==> src/rtl/fifo_wr_arbiter.sv <==
// Round-robin burst arbiter sharing one FIFO write port; FIFO_WR_ARB_PRIO_EN makes requester 0 strict-priority.
// Latency: grant one cycle after req in IDLE, writes start in the grant cycle, one IDLE cycle between bursts.
// Backpressure: fifo_full stalls the beat (no ack, no write) and the grant is held indefinitely.
module fifo_wr_arbiter #(
    parameter int NREQ      = 4,
    parameter int wsize     = 8,
    parameter int MAX_BURST = 8
) (
    input  logic                  clk,
    input  logic                  rst,
    input  logic [NREQ-1:0]       req,
    input  logic [NREQ*wsize-1:0] in_data,
    input  logic [NREQ-1:0]       in_last,
    output logic [NREQ-1:0]       ack,
    output logic [NREQ-1:0]       gnt,
    output logic                  fifo_we,
    output logic [wsize-1:0]      fifo_wdata,
    input  logic                  fifo_full,
    output logic                  abort
);

    localparam int CW = $clog2(MAX_BURST);
    localparam int LW = $clog2(NREQ);

    typedef enum logic [0:0] {IDLE, BURST} state_t;

    state_t          state_q;
    logic [NREQ-1:0] gnt_q;
    logic [LW-1:0]   last_q;
    logic [CW-1:0]   cnt_q;
    logic            abort_q;

    logic            req_g;
    logic            last_g;
    logic            xfer;
    logic            term;
    logic            win_vld;
    logic [LW-1:0]   win_idx;
    logic [NREQ-1:0] rr_req;
    logic [LW-1:0]   scan_idx;

    assign gnt   = gnt_q;
    assign abort = abort_q;

    // Datapath for the granted requester only; everyone else is ignored.
    always_comb begin
        req_g  = |(req & gnt_q);
        last_g = |(in_last & gnt_q);
        xfer   = (state_q == BURST) && req_g && !fifo_full;
        term   = xfer && (last_g || (cnt_q == CW'(MAX_BURST - 1)));
        ack    = xfer ? gnt_q : '0;
        fifo_we = xfer;
        fifo_wdata = '0;
        for (int i = 0; i < NREQ; i++) begin
            if (gnt_q[i]) fifo_wdata = in_data[i*wsize +: wsize];
        end
    end

    // Scan upward from last+1 so the most recent winner has lowest priority.
    always_comb begin
        win_vld  = 1'b0;
        win_idx  = '0;
        scan_idx = '0;
        rr_req   = req;
`ifdef FIFO_WR_ARB_PRIO_EN
        rr_req[0] = 1'b0;
        if (req[0]) begin
            win_vld = 1'b1;
        end
`endif
        for (int off = 1; off <= NREQ; off++) begin
            scan_idx = LW'((int'(last_q) + off) % NREQ);
            if (!win_vld && rr_req[scan_idx]) begin
                win_vld = 1'b1;
                win_idx = scan_idx;
            end
        end
    end

    always_ff @(posedge clk or posedge rst) begin
        if (rst) begin
            state_q <= IDLE;
            gnt_q   <= '0;
            last_q  <= LW'(NREQ - 1);
            cnt_q   <= '0;
            abort_q <= 1'b0;
        end else begin
            abort_q <= 1'b0;
            case (state_q)
                IDLE: begin
                    cnt_q <= '0;
                    if (win_vld) begin
                        gnt_q   <= NREQ'(1) << win_idx;
                        state_q <= BURST;
`ifdef FIFO_WR_ARB_PRIO_EN
                        // Strict-priority wins leave the round-robin pointer alone.
                        if (win_idx != '0) last_q <= win_idx;
`else
                        last_q <= win_idx;
`endif
                    end else begin
                        gnt_q <= '0;
                    end
                end
                BURST: begin
                    if (!req_g) begin
                        abort_q <= 1'b1;
                        gnt_q   <= '0;
                        cnt_q   <= '0;
                        state_q <= IDLE;
                    end else if (term) begin
                        gnt_q   <= '0;
                        cnt_q   <= '0;
                        state_q <= IDLE;
                    end else if (xfer) begin
                        cnt_q <= cnt_q + CW'(1);
                    end
                end
                default: begin
                    state_q <= IDLE;
                    gnt_q   <= '0;
                    cnt_q   <= '0;
                end
            endcase
        end
    end

endmodule
==> config.mk <==
export PLATFORM = sky130hd
export DESIGN_NAME = fifo_wr_arbiter
export DESIGN_NICKNAME = d
export VERILOG_FILES = /design/src/rtl/fifo_wr_arbiter.sv
export SDC_FILE = /design/constraint.sdc
export NUM_CORES = 1
export LEC_CHECK = 0
export CAP_MARGIN = 20
export CORE_ASPECT_RATIO = 1.1
export CORE_MARGIN = 2
export CORE_UTILIZATION = 32
export DETAILED_ROUTE_END_ITERATION = 16
export GPL_TIMING_DRIVEN = 0
export PLACE_DENSITY = 0.86
export SETUP_SLACK_MARGIN = 0.1
export SYNTH_ARGS = -nofsm -noshare
export SYNTH_HDL_FRONTEND = slang
export SYNTH_SLANG_ARGS = --single-unit
==> constraint.sdc <==
create_clock -name clk -period 1.5 [get_ports clk]
set_clock_uncertainty 0.05 [all_clocks]
set_input_delay 0.3 -clock clk [delete_from_list [all_inputs] [get_ports clk]]
set_output_delay 0.3 -clock clk [all_outputs]
set_load 0.03 [all_outputs]
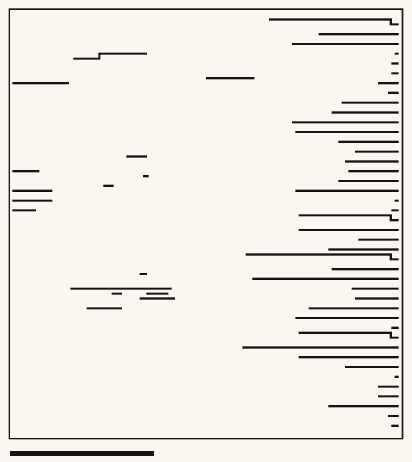
run_1/m3.png
Bar = 20 um.
The longest straight run is 21.4 um. The layer holds 11% of the routed length. 55 nets have wire on it.
wirelength, routed: 3680 um
M3 GR Usage: 0.0581
Vias: 1134

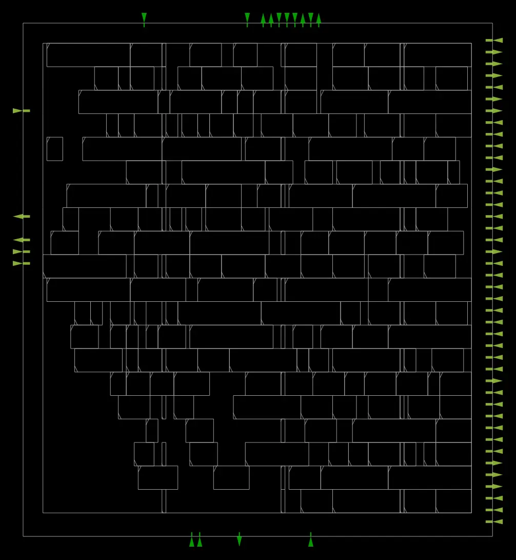
run_1/placed.png
Rows: 20
tap cells: 33
utilization of the core after routing: 0.744
# fillers: 169

==> GITHUB_STEP_SUMMARY, run 1 <==
## PnR job results

| Metric | Value |
|---|---|
| Reg2reg setup slack | `-130 ps` |
| Fin Hold WS | `264 ps` |
| Number of buffers created by CTS | `3` |
| Clock network area share | `0.0131` |
| Final WS setup | `-357 ps` |
| Setup violators final | `21` |
| Status | `finished with violations` |
| Complex Gates by Area | `0.329` |
| Share of cells above drive strength 1 | `0.423` |
| Failing checks | `negative setup slack` |
| Fp_density | `0.331` |
| Tool Warnings | `29` |
| M2 GR Usage | `0.442` |
| Slew Viols, Final | `0` |
| Hold Crit Class | `in2async` |
| Sequential share of cell area | `0.141` |
| Max-slew headroom | `0.736` |
| Highest Signal Layer | `met4` |
| Yosys simple share | `0.260` |
| Core box area | `2700 um^2` |
| Reg-to-reg endpoint | `cnt_q[1]` |
| Logic Gate Count | `roughly 84` |
| Die Ht | `59.5 um` |
| Fin area | `between 2000 and 2500 um^2` |
| P_leak | `0.795 nW` |
| Wire length on met2 | `1920 um` |
| Dpl cell area | `approximately 1700 um^2` |
| Post-CTS Setup Bufs | `3` |
| Max incr delay on CP | `roughly 450 ps` |
| Sequential cell area | `about 280 um^2` |
| Net Sw Frac | `0.475` |
| Port Buf Inserts | `60` |
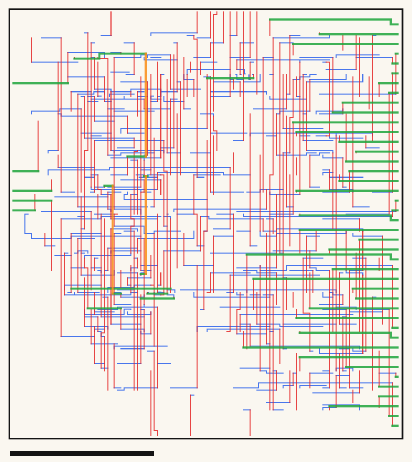
run_1/layers.png
Bar = 20 um.
Key: red = M2 [wire length 1920 um]; blue = M1 [wire length 1300 um]; orange = M4 [wire length 42.8 um]; green = M3 [wire length 423 um]
Tot GR Track Use: 0.221
routed wire length per instance: 17.7 um

-- run 1: worst min path at each step --
stage | cells past startpoint | end | slack (ps) | startpoint
2_1_floorplan | 1 | abort | 100 | rst
3_3_place_gp | 2 | cnt_q[2] | 470 | cnt_q[2]
3_5_place_dp | 2 | last_q[0] | 470 | last_q[0]
4_1_cts | 2 | abort | 280 | rst
5_1_grt | 2 | cnt_q[1] | 310 | rst
6_report | 2 | abort | 260 | rst
-- run 1: power by group through the flow --
stage / Sequential [mW] / Clock (mW) / Combinational, mW
floorplan: 0.677 / 0 / 1.89
global placement: 0.576 / 0 / 2.81
detailed placement: 0.593 / 0 / 2.88
CTS: 0.583 / 0.200 / 3.38
global route: 0.610 / 0.212 / 3.77
finish: 0.594 / 0.202 / 3.56
==> run 2: changes to the inputs <==
--- a/config.mk
+++ b/config.mk
@@ -10,7 +10,6 @@
 export CORE_MARGIN = 2
 export CORE_UTILIZATION = 32
 export DETAILED_ROUTE_END_ITERATION = 16
-export GPL_TIMING_DRIVEN = 0
 export PLACE_DENSITY = 0.86
 export SETUP_SLACK_MARGIN = 0.1
 export SYNTH_ARGS = -nofsm -noshare
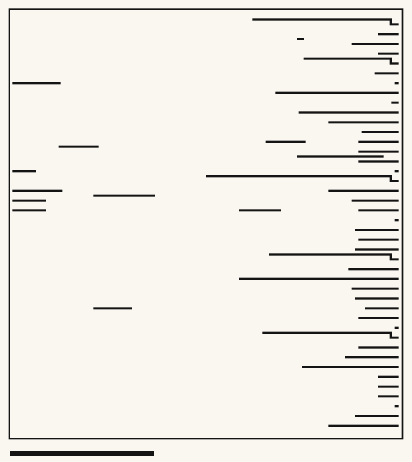
run_2/m3.png
Bar = 20 um.
The layer carries 379 um of wire. 51 nets have wire on it.
Vias: 1198
wirelength, routed: 4100 um

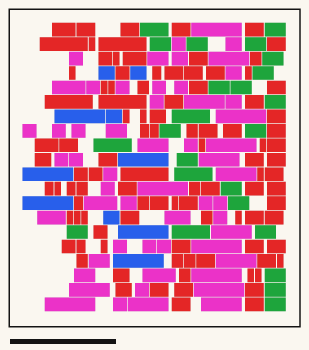
run_2/sizing.png
Bar = 20 um.
Key: magenta = x3 and x4 [cells 55]; blue = x2 [cells 10]; red = x1 and smaller [cells 100]; green = x6 and larger [cells 24]
fin area: 2160 um^2
Non-CTS buffers: 87
area delta synth->final: 141%

==> GITHUB_STEP_SUMMARY, run 2 <==
## PnR job results

| Metric | Value |
|---|---|
| Status | `finished with violations (unchanged)` |
| Failing checks | `negative setup slack (unchanged)` |
| Tot GR Track Use | `0.209 (was 0.221)` |
| Tap cells | `33 (unchanged)` |
| Setup violators final | `21 (unchanged)` |
| Final WS setup | `-514 ps (was -357 ps)` |
| Core box area | `2700 um^2 (unchanged)` |
| Share of cells above drive strength 1 | `0.471 (was 0.423)` |
| Number of buffers created by CTS | `3 (unchanged)` |
| Pwr top | `combinational logic (unchanged)` |
| P_clk | `0.199 mW (was 0.202 mW)` |
| Hold Crit Class | `in2async (unchanged)` |
| # fillers | `148 (was 169)` |
| Highest Signal Layer | `met4 (unchanged)` |
| Wire length on met2 | `2030 um (was 1920 um)` |
| Post-CTS Setup Bufs | `3 (unchanged)` |
| P_leak | `0.882 nW (was 0.795 nW)` |
| M3 GR Usage | `0.0480 (was 0.0581)` |
| Clock network area share | `0.0122 (was 0.0131)` |
| Max-slew headroom | `0.726 (was 0.736)` |
| Die Ht | `59.5 um (unchanged)` |
[run 2: cell counts after synthesis]
No cell type changed its count.
[run 2: metrics by stage]
stage / hold WS, ps / total power, mW / std cells / setup WS [ps]
detailed placement: 476 / 3.48 / 208 / -484
CTS: 286 / 4.05 / 215 / -456
global route: 310 / 4.87 / 222 / -550
finish: 269 / 4.66 / 222 / -514
floorplan: 101 / 2.57 / 104 / -149
global placement: 463 / 3.41 / 208 / -427
[run 2: final timing paths]
path,from,endpoint,slack (ps),depth (start not counted)
max reg2reg,gnt[0],state_q,-190,7
max in group asynchronous,rst,last_q[1],810,2
min,rst,state_q,270,2
min in group clk,req[0],abort,380,3
max,gnt[0],fifo_wdata[4],-510,6
min reg2reg,last_q[0],last_q[0],490,2
==> run 3: changes to the inputs <==
--- a/config.mk
+++ b/config.mk
@@ -9,9 +9,11 @@
 export CORE_ASPECT_RATIO = 1.1
 export CORE_MARGIN = 2
 export CORE_UTILIZATION = 32
+export CTS_CLUSTER_SIZE = 24
 export DETAILED_ROUTE_END_ITERATION = 16
 export PLACE_DENSITY = 0.86
 export SETUP_SLACK_MARGIN = 0.1
+export SLEW_MARGIN = 0
 export SYNTH_ARGS = -nofsm -noshare
 export SYNTH_HDL_FRONTEND = slang
 export SYNTH_SLANG_ARGS = --single-unit
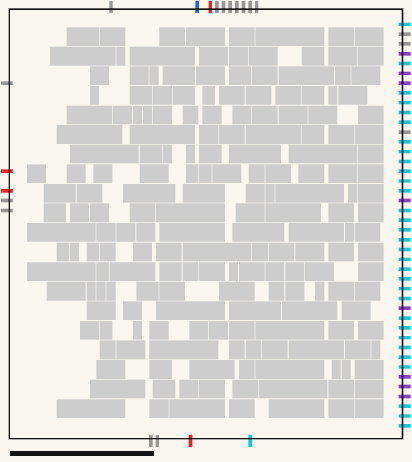
run_3/pinout.png
Bar = 20 um. Pins as bars across the die edge, other pins in gray.
Key: red = `gnt` [pins 4, direction output, edge 2 left, 1 top, 1 bottom]; cyan = `in_data` [pins 32, direction input, edge 31 right, 1 bottom]; purple = `fifo_wdata` [pins 8, direction output, edge right]; blue = `fifo_full` [pins 1, direction input, edge top]
All pins by edge: 42 right, 10 top, 5 left, 4 bottom.
die width: 54.4 um
Port Buf Inserts: 60
Die Ht: 59.5 um

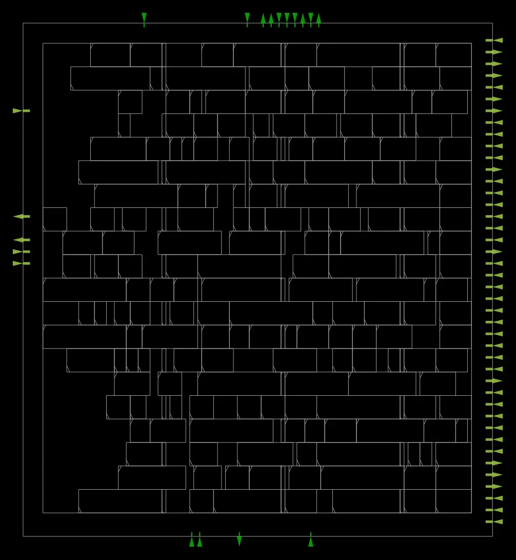
run_3/placed.png
core box area: 2700 um^2
utilization of the core after routing: 0.799
sequential share of cell area: 0.131
flop count: 11

==> GITHUB_STEP_SUMMARY, run 3 <==
## PnR job results

| Metric | Value |
|---|---|
| Status | `finished with violations (unchanged)` |
| Failing checks | `negative setup slack (unchanged)` |
| Wire length on met2 | `2030 um (unchanged)` |
| Starting DRT DRC Count | `27 (unchanged)` |
| Fin Hold WS | `269 ps (unchanged)` |
| P_seq | `0.570 mW (about the same)` |
| # fillers | `148 (unchanged)` |
| Post-Place Setup Slack | `-484 ps (unchanged)` |
| Met3 WL post-DR | `378 um (unchanged)` |
| Top cells by count | `nand2_1 (15), dfrtp_1 (9), nor2b_1 (9) (unchanged)` |
| P_leak | `0.882 nW (unchanged)` |
| M3 GR Usage | `0.0480 (unchanged)` |
| Hold Crit Class | `in2async (unchanged)` |
| Fp_density | `0.331 (unchanged)` |
| Net Sw Frac | `0.465 (unchanged)` |
| Final WS setup | `-514 ps (unchanged)` |
| Dpl cell area | `1790 um^2 (unchanged)` |
| Tool Warnings | `29 (unchanged)` |
| Yosys simple share | `0.260 (unchanged)` |
| Post-CTS Setup Bufs | `3 (unchanged)` |
| Slew Viols, Final | `0 (unchanged)` |
| Clk root buf | `clkbuf_4 (unchanged)` |
| Share of cells above drive strength 1 | `0.471 (unchanged)` |
| Setup violators final | `21 (unchanged)` |
| Min cycle time layout | `2010 ps (unchanged)` |
| Vias in the first global route | `1180 (unchanged)` |
| Worst Setup SP | `gnt[0] (unchanged)` |
| Avg Inst Size Synth | `8.60 um^2 (unchanged)` |
| Total power | `4.66 mW (unchanged)` |
| Highest Signal Layer | `met4 (unchanged)` |
| Tot GR Track Use | `0.209 (unchanged)` |
| Max incr delay on CP | `390 ps (about the same)` |
| Pwr top | `combinational logic (unchanged)` |
| Complex Gates by Area | `0.329 (unchanged)` |
| Maximum VDD drop | `1.73 mV (unchanged)` |
| Fin area | `2160 um^2 (unchanged)` |
| Wirelength, routed | `4100 um (unchanged)` |
| Routed wire length per instance | `18.5 um (unchanged)` |
| Crit path to | `fifo_wdata[4] (unchanged)` |
| Vias | `1198 (unchanged)` |
| P_clk | `0.199 mW (about the same)` |
| Levels on crit path | `6 (unchanged)` |
| M2 GR Usage | `0.403 (unchanged)` |
| Reg2reg setup slack | `-190 ps (about the same)` |
| CTS resizes | `29 (unchanged)` |
| Rows | `20 (unchanged)` |
| Reg-to-reg endpoint | `state_q (unchanged)` |
| Max-slew headroom | `0.726 (unchanged)` |
| RR Startpoint | `gnt[0] (unchanged)` |
| P_comb | `3.89 mW (about the same)` |
==> run 3: cell counts in the layout (fill, tap and decap cells not counted) <==
Identical to the previous run, type by type.
==> run 3: layout make-up <==
class	count	area, um^2	share of cell area
multi-input combinational	84	911	0.422
tap	33	41.3	0.0191
clock buffer	4	26.3	0.0122
inverter	3	11.3	0.00521
sequential	11	283	0.131
timing repair buffer	87	887	0.411
==> run 3: cell families (layout without fill, tap and decap cells) <==
logic type | Yosys count | count (layout)
compound gates | 37 | 37
fa+ha+maj | 2 | 2
buf+inv | 9 | 94
flops | 11 | 11
mux | 1 | 1
simple gates | 44 | 44
==> run 3: through the flow <==
step	instances	TNS, ps	util
after floorplan	104	-1450	-
after global placement	208	-7480	0.662
after detailed placement	208	-8460	0.662
after CTS	215	-6160	0.727
after global routing	222	-8230	0.799
final	222	-7080	0.799
Power figures rest on the tool's default switching activity, not on a simulated workload.
